### Placement view, run 1

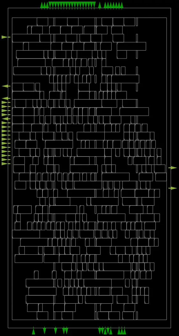
### Routed metal per tile, run 1

11 x 21 tiles, from dark blue (low) to red (high), scaled to the fullest tile. Values are wire area over tile area, all layers added.
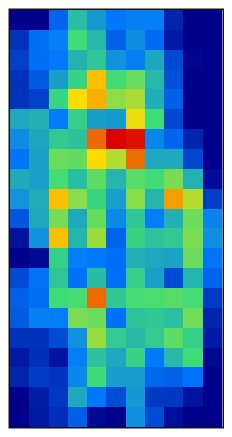
### Port wiring, run 1

Scale bar: 20 µm.
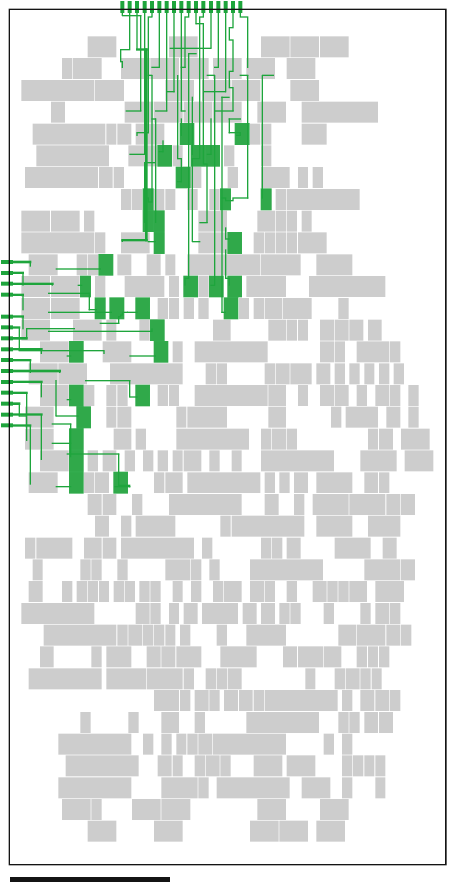
==> config.mk <==
export PLATFORM = sky130hd
export DESIGN_NAME = router_out_arbiter
export DESIGN_NICKNAME = d
export VERILOG_FILES = /design/src/rtl/router_pkg.sv /design/src/rtl/rr_picker.sv /design/src/rtl/router_out_arbiter.sv
export SDC_FILE = /design/constraint.sdc
export NUM_CORES = 1
export LEC_CHECK = 0
export ABC_AREA = 1
export CORE_ASPECT_RATIO = 2
export CORE_UTILIZATION = 40
export CTS_CLUSTER_DIAMETER = 200
export DETAILED_ROUTE_END_ITERATION = 12
export PLACE_DENSITY = 0.69
export RECOVER_POWER = 50
export SLEW_MARGIN = 20
export SYNTH_ARGS = -nofsm -noshare
export SYNTH_HDL_FRONTEND = slang
export SYNTH_HIERARCHICAL = 1
export SYNTH_SLANG_ARGS = --single-unit
==> constraint.sdc <==
create_clock -name clk -period 6.2 [get_ports clk]
set_input_delay 1.55 -clock clk [delete_from_list [all_inputs] [get_ports clk]]
set_output_delay 1.55 -clock clk [all_outputs]
set_load 0.01 [all_outputs]
==> Slide: Implementation Results, run 1 <==
Synthesis and Place & Route Summary

Outcome
  • Status: complete, but fails checks
  • Failing checks: capacitance limit, slew limit

Yosys
  • Post-Synth XOR/XNOR Area: roughly 1.6%
  • Post-synth seq share: 33.3%
  • Area of the mapped netlist: roughly 0.0022 mm²
  • Syn Area/Cell: ~6.7 µm²
  • Yosys adder share: 7.43%
  • Yosys Chip Area: around 0.0022 mm²
  • Dominant flop cell: dfrtp_1
  • Basic Gates by Area: a little over two fifths
  • EDFF count, synth: 0
  • Yosys Warn Count: 6
  • Syn Nets: roughly 380
  • Yosys Instances: roughly 330

Floorplanning
  • Die area: 0.00579 mm²
  • DIE WIDTH: roughly 54 µm
  • Die Span Y: ~110 µm
  • Fp util: between 40% and 50%

Power
  • Power Density: between 500 and 600 mW/mm²
  • LEAKAGE: 1.55 nW
  • Worst IR drop on VDD: 0.000303 V

Detailed routing
  • Final routed DRC violation total: 0
  • Routed vias/inst: between 5 and 6

Global route
  • Initial antenna violation count: 0
  • Total gr overflow: 0

CTS
  • Clock root buffer master: clkbuf_8
  • CTS resizes: 0
  • CTS tree: built

Layout
  • Antenna cells: 0
  • Final instance area: between 0.002 and 0.003 mm²
  • Utilization after layout: roughly 57%
  • Share of post-route cells with drive strength above 1: 6.06%
  • Dominant logic cell type in the layout: nand2_1
  • Layout Nets: approximately 450

Min path
  • Worst Hold Class: flop to flop

Run
  • Tally of OpenROAD warnings: 35
  • Number of max-cap violations: 1

Final timing
  • Final setup viols: 0
  • RSZ-0062 raised after global routing: false
  • Post-layout period usage: between 60% and 70%
  • Max frequency: around 230 MHz
  • Fin. max-slew vios: 30
  • Post-route worst setup slack: 1.88 ns

Worst setup path
  • Kind of critical path: input pin to flop
  • Crit. End Element: flop
  • R2R Setup Slk: between 2 and 3 ns

Placed design
  • GPL Wtd Cong: around 0.87
  • Hpwl dp: roughly 5200 µm
  • Area after DPL: between 0.002 and 0.003 mm²
  • Placed cell count: 446
  • DP Worst Slack: 1.72 ns
Notes on 'Placement view' above:
core area: 0.00518 mm²
fin cells: 454
Tap Count: 58

Notes on 'Routed metal per tile' above:
densest ninth of the die	top middle
mean over tiles	0.17
emptiest ninth of the die	top right
fullest tile	0.53
drt total wl: 6300 µm
global-route usage over all layers: 23.8%
Avg WL per Cell: 13.9 µm
via count: 2320

Notes on 'Port wiring' above:
port	colour	bits	direction	edge	end cells	buffers	wire
rdata	green	32	input	17 top, 15 left	32	32	640 µm
# port buffers: 61
top-level port count: 62

-- run 1: synth_stat cells, types with 2 or more instances --
library cell,n,area [µm²]
nand2_2,2,12.5
nand2_1,97,364
inv_2,4,15.0
inv_1,49,184
dfstp_2,2,52.6
o21ai_0,13,65.1
a31oi_1,2,12.5
nand2_4,2,22.5
and2_1,3,18.8
nor2_1,20,75.1
dfrtp_1,27,676
ha_1,13,163
xor2_1,4,35.0
nand4_1,5,31.3
nand3_1,62,310
nor3_1,5,25.0
nand3_2,3,30.0
clkinv_1,2,7.51
-- run 1: routing by layer --
layer	vias to the layer above	GRT usage, %	wire (µm)
met5	-	0	0
met4	0	8.61	155
met3	14	3.12	174
met2	49	45.6	3770
met1	1077	23.7	2200
li1	1180	-	-
-- run 1: cells by family after synthesis --
group	after synthesis
xor+xnor	4
fa+ha+maj	13
compound gates	20
simple gates	204
flops	29
buf+inv	56
other cells	1
-- run 1: worst max-delay path, cell delays in order --
cell and delay, ns:
dlygate4sd3_1 0.53, inv_1 0.12, nand2_1 0.09, nand3_2 0.16, nand2_4 0.09, nand3_1 0.09
nand2_1 0.06, inv_1 0.06, nand3_1 0.07, inv_1 0.07, nand4_1 0.36, and2_1 0.31
nand2_1 0.06, nand2_1 0.05, nor2_1 0.25, nand3_1 0.13, ha_1 0.30, nand2_1 0.06
o21ai_0 0.07
-- run 1: cell type report --
type                            instances  area, µm²  share of cell area, %
Timing Repair Buffer                   62        614                   20.7
Tap cell                               58       72.6                   2.45
Inverter                               55        206                   6.96
Clock buffer                            7       96.3                   3.25
Clock inverter                          1       5.00                  0.169
Sequential cell                        29        728                   24.5
Multi-Input combinational cell        242       1240                   41.9
-- run 1: where the power goes --
part           internal [mW]  switching, mW
sequential             0.284         0.0893
combinational          0.380          0.654
clock                  0.100         0.0727
### Cells coloured by class, run 1

Fill, decap, tap and diode cells in grey.
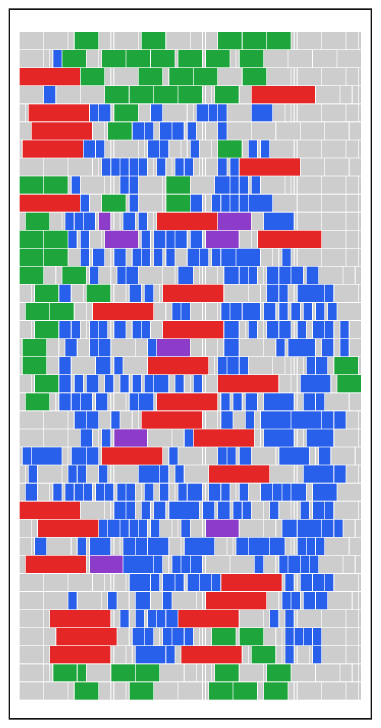

==> run 2: changes to the inputs <==
- clock period: 6.2 -> 4.3 ns (I/O delays scaled with it)
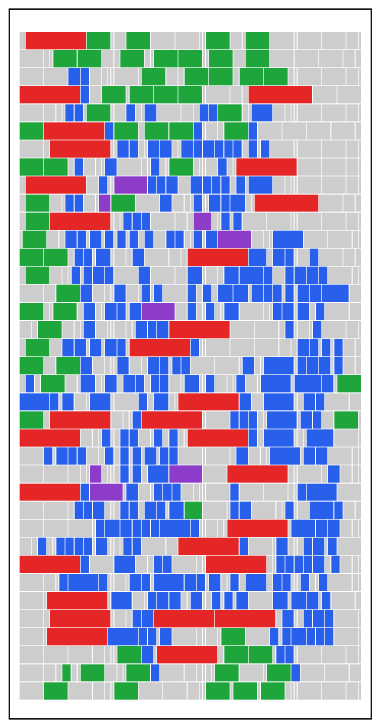
*Cells coloured by class, run 2*
Fill, decap, tap and diode cells in grey.
class	colour	cells
sequential cells	red	29
remaining buffers and delay cells	green	63
clock drivers and dummy loads	purple	8
remaining logic cells	blue	297
sequential cell area share: 24.6%
final instance area: 0.00296 mm²
utilization after layout: 57.1%

==> Slide: Implementation Results, run 2 <==
Synthesis and Place & Route Summary

Outcome
  • Status: complete, but fails checks (unchanged)
  • Failing checks: capacitance limit, slew limit (unchanged)

Power
  • Power Density: 764 mW/mm² (was 533 mW/mm²)
  • Switching part of the total: 52.2% (was 51.6%)
  • P_int: 1.08 mW (was 765 µW)
  • Worst IR drop on VDD: 0.000441 V (was 0.000303 V)
  • Logic gate share of total power: 66.5% (was 65.5%)
  • Sequential share of power: 23.8% (was 23.6%)
  • Power share of the clock group: 9.7% (was 10.9%)
  • LEAKAGE: 1.54 nW (was 1.55 nW)

Layout
  • Share of post-route cells with drive strength above 1: 6.05% (was 6.06%)
  • Layout Nets: 448 (was 447)
  • Dominant logic cell type in the layout: nand2_1 (unchanged)
  • Antenna cells: 0 (unchanged)

Yosys
  • Top cells by area, synth: dfrtp_1, nand2_1, nand3_1 (unchanged)
  • Post-synth top cells: nand2_1, nand3_1, inv_1 (unchanged)
  • Yosys Chip Area: 0.00219 mm² (unchanged)
  • Dominant flop cell: dfrtp_1 (unchanged)
  • Area of the mapped netlist: 0.00219 mm² (unchanged)
  • Cell taking the most area after synthesis: dfrtp_1 (unchanged)
  • Syn Area/Cell: 6.69 µm² (unchanged)
  • Syn Nets: 379 (unchanged)
  • Yosys Warn Count: 6 (unchanged)
  • Dominant cell area share: 30.9% (unchanged)
  • Post-synth seq share: 33.3% (unchanged)
  • Yosys Instances: 327 (unchanged)
  • Count leader, synth: nand2_1 (unchanged)
  • EDFF count, synth: 0 (unchanged)

Floorplanning
  • Core area: 0.00518 mm² (unchanged)
  • Fp util: 42.2% (unchanged)
  • Top-level port count: 62 (unchanged)
  • Die Span Y: 107 µm (unchanged)
  • Die area: 0.00579 mm² (unchanged)
  • DIE WIDTH: 54.3 µm (unchanged)

Worst setup path
  • R2R Setup Slk: 0.74 ns (was 2.64 ns)
  • Critical path cell sequence: dlygate4sd3_1 -> inv_1 -> nand2_1 -> nand3_2 -> nand2_4 -> nand2_4 -> inv_2 -> nand3_1 -> nand3_1 -> inv_1 -> nand4_1 -> nand3_1 -> nand2_1 -> nor2_1 -> nand2_1 -> nor2_2 -> nand3_1 -> ha_1 -> nand2_1 -> o21ai_0 (was dlygate4sd3_1 -> inv_1 -> nand2_1 -> nand3_2 -> nand2_4 -> nand3_1 -> nand2_1 -> inv_1 -> nand3_1 -> inv_1 -> nand4_1 -> and2_1 -> nand2_1 -> nand2_1 -> nor2_1 -> nand3_1 -> ha_1 -> nand2_1 -> o21ai_0)
  • Kind of critical path: input pin to flop (unchanged)
  • Buffers and inverters on the worst path: 4 (unchanged)
  • Crit path depth: 20 (was 19)
  • Slowest CP cell: dlygate4sd3_1 (unchanged)
  • CP peak stage delay: 0.53 ns (about the same)
  • Crit. End Element: flop (unchanged)
  • CP delay by family, top: simple AND/OR/NAND/NOR gates (unchanged)

Global route
  • Most used routing layer: met2 (unchanged)
  • Initial antenna violation count: 0 (unchanged)
  • Vias in the first global route: 2314 (was 2237)
  • M3 GR Usage: 2.55% (was 3.12%)
  • Global-route usage over all layers: 24.7% (was 23.8%)
  • GR Util met2: 47.6% (was 45.6%)
  • Total gr overflow: 0 (unchanged)
  • Met1 Resource Use GR: 25.2% (was 23.7%)

CTS
  • Clock root buffer master: clkbuf_8 (unchanged)
  • CTS tree: built (unchanged)
  • H-tree levels: 2 (unchanged)
  • Max Root-Sink Buffers: 2 (unchanged)
  • CTS resizes: 0 (unchanged)
  • Clk latency late pin: 0.28 ns (was 0.29 ns)

Detailed routing
  • Final routed DRC violation total: 0 (unchanged)
  • Routed vias/inst: 5.16 (was 5.11)
  • DR WL met2: 3900 µm (was 3770 µm)
  • Met3 wire len: 130 µm (was 174 µm)
  • Max layer used: met4 (unchanged)
  • Avg WL per Cell: 14.2 µm (was 13.9 µm)
  • Drt total wl: 6460 µm (was 6300 µm)
  • Via count: 2347 (was 2320)
  • Routed length on met1: 2300 µm (was 2200 µm)

Final timing
  • Worst-Margin Slew: 1.62 ns (was 1.60 ns)
  • Fin. max-slew vios: 30 (unchanged)
  • Max frequency: about 260 MHz
  • Final setup viols: 0 (unchanged)
  • Post-layout period usage: roughly nine tenths
  • RSZ-0062 raised after global routing: false (unchanged)

Placed design
  • GPL Wtd Cong: 0.883 (was 0.871)
  • Area after DPL: 0.00288 mm² (was 0.00287 mm²)
  • # port buffers: 61 (unchanged)
  • Hpwl dp: 5310 µm (was 5150 µm)

Min path
  • Worst Hold Class: flop to flop (unchanged)

Run
  • Number of max-cap violations: 1 (unchanged)
  • Tally of OpenROAD warnings: 35 (unchanged)
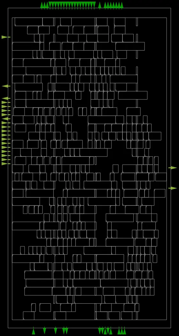
*Placement view, run 2*
num rows: 37
# fillers: 528
flip-flops: 29
fin cells: 455

==> run 2: cell families after synthesis <==
| logic type | share of synthesized area (%) |
|---|---|
| XOR/XNOR | 1.60 |
| AND/OR/NAND/NOR | 42.5 |
| buffers and inverters | 9.66 |
| adder cells (fa/ha/maj) | 7.43 |
| other | 0.171 |
| AND-OR/OR-AND | 5.37 |
| flip-flops | 33.3 |
==> run 2: power by group through the flow <==
stage	clock network (mW)	logic (mW)	registers, mW
2_1_floorplan	0	0.973	0.548
3_3_place_gp	0	1.48	0.545
3_5_place_dp	0	1.51	0.546
4_1_cts	0.225	1.52	0.542
5_1_grt	0.236	1.69	0.558
6_report	0.218	1.50	0.538
==> run 2: area by class of cell <==
type | count | area (µm²) | area share (%)
clock inverters | 3 | 17.5 | 0.592
inverters | 55 | 206 | 6.98
flip-flops and latches | 29 | 728 | 24.6
clock buffers | 5 | 68.8 | 2.33
multi-input cells | 242 | 1240 | 42.0
well taps | 58 | 72.6 | 2.45
repair buffers | 63 | 622 | 21.0
==> run 2: worst reg2reg max path, cell delays in order (launching register included) <==
cell and delay (ns):
dfstp_2 0.68, inv_2 0.16, ha_1 0.36, inv_1 0.08, nand3_2 0.13, nand2_4 0.09
nand2_4 0.08, inv_2 0.05, nand3_1 0.08, nand3_1 0.09, inv_1 0.08, nand4_1 0.33
nand3_1 0.17, nand2_1 0.06, nor2_1 0.19, nand2_1 0.11, nor2_2 0.16, nand3_1 0.11
ha_1 0.30, nand2_1 0.06, o21ai_0 0.07
==> run 2: per-stage QoR <==
| stage | cells | worst slack [ns] |
|---|---|---|
| floorplan | 327 | 1.26 |
| global placement | 447 | 0.427 |
| detailed placement | 447 | 0.329 |
| CTS | 455 | 0.624 |
| global route | 455 | 0.215 |
| finish | 455 | 0.459 |
Power is estimated from default activity; no workload was simulated.
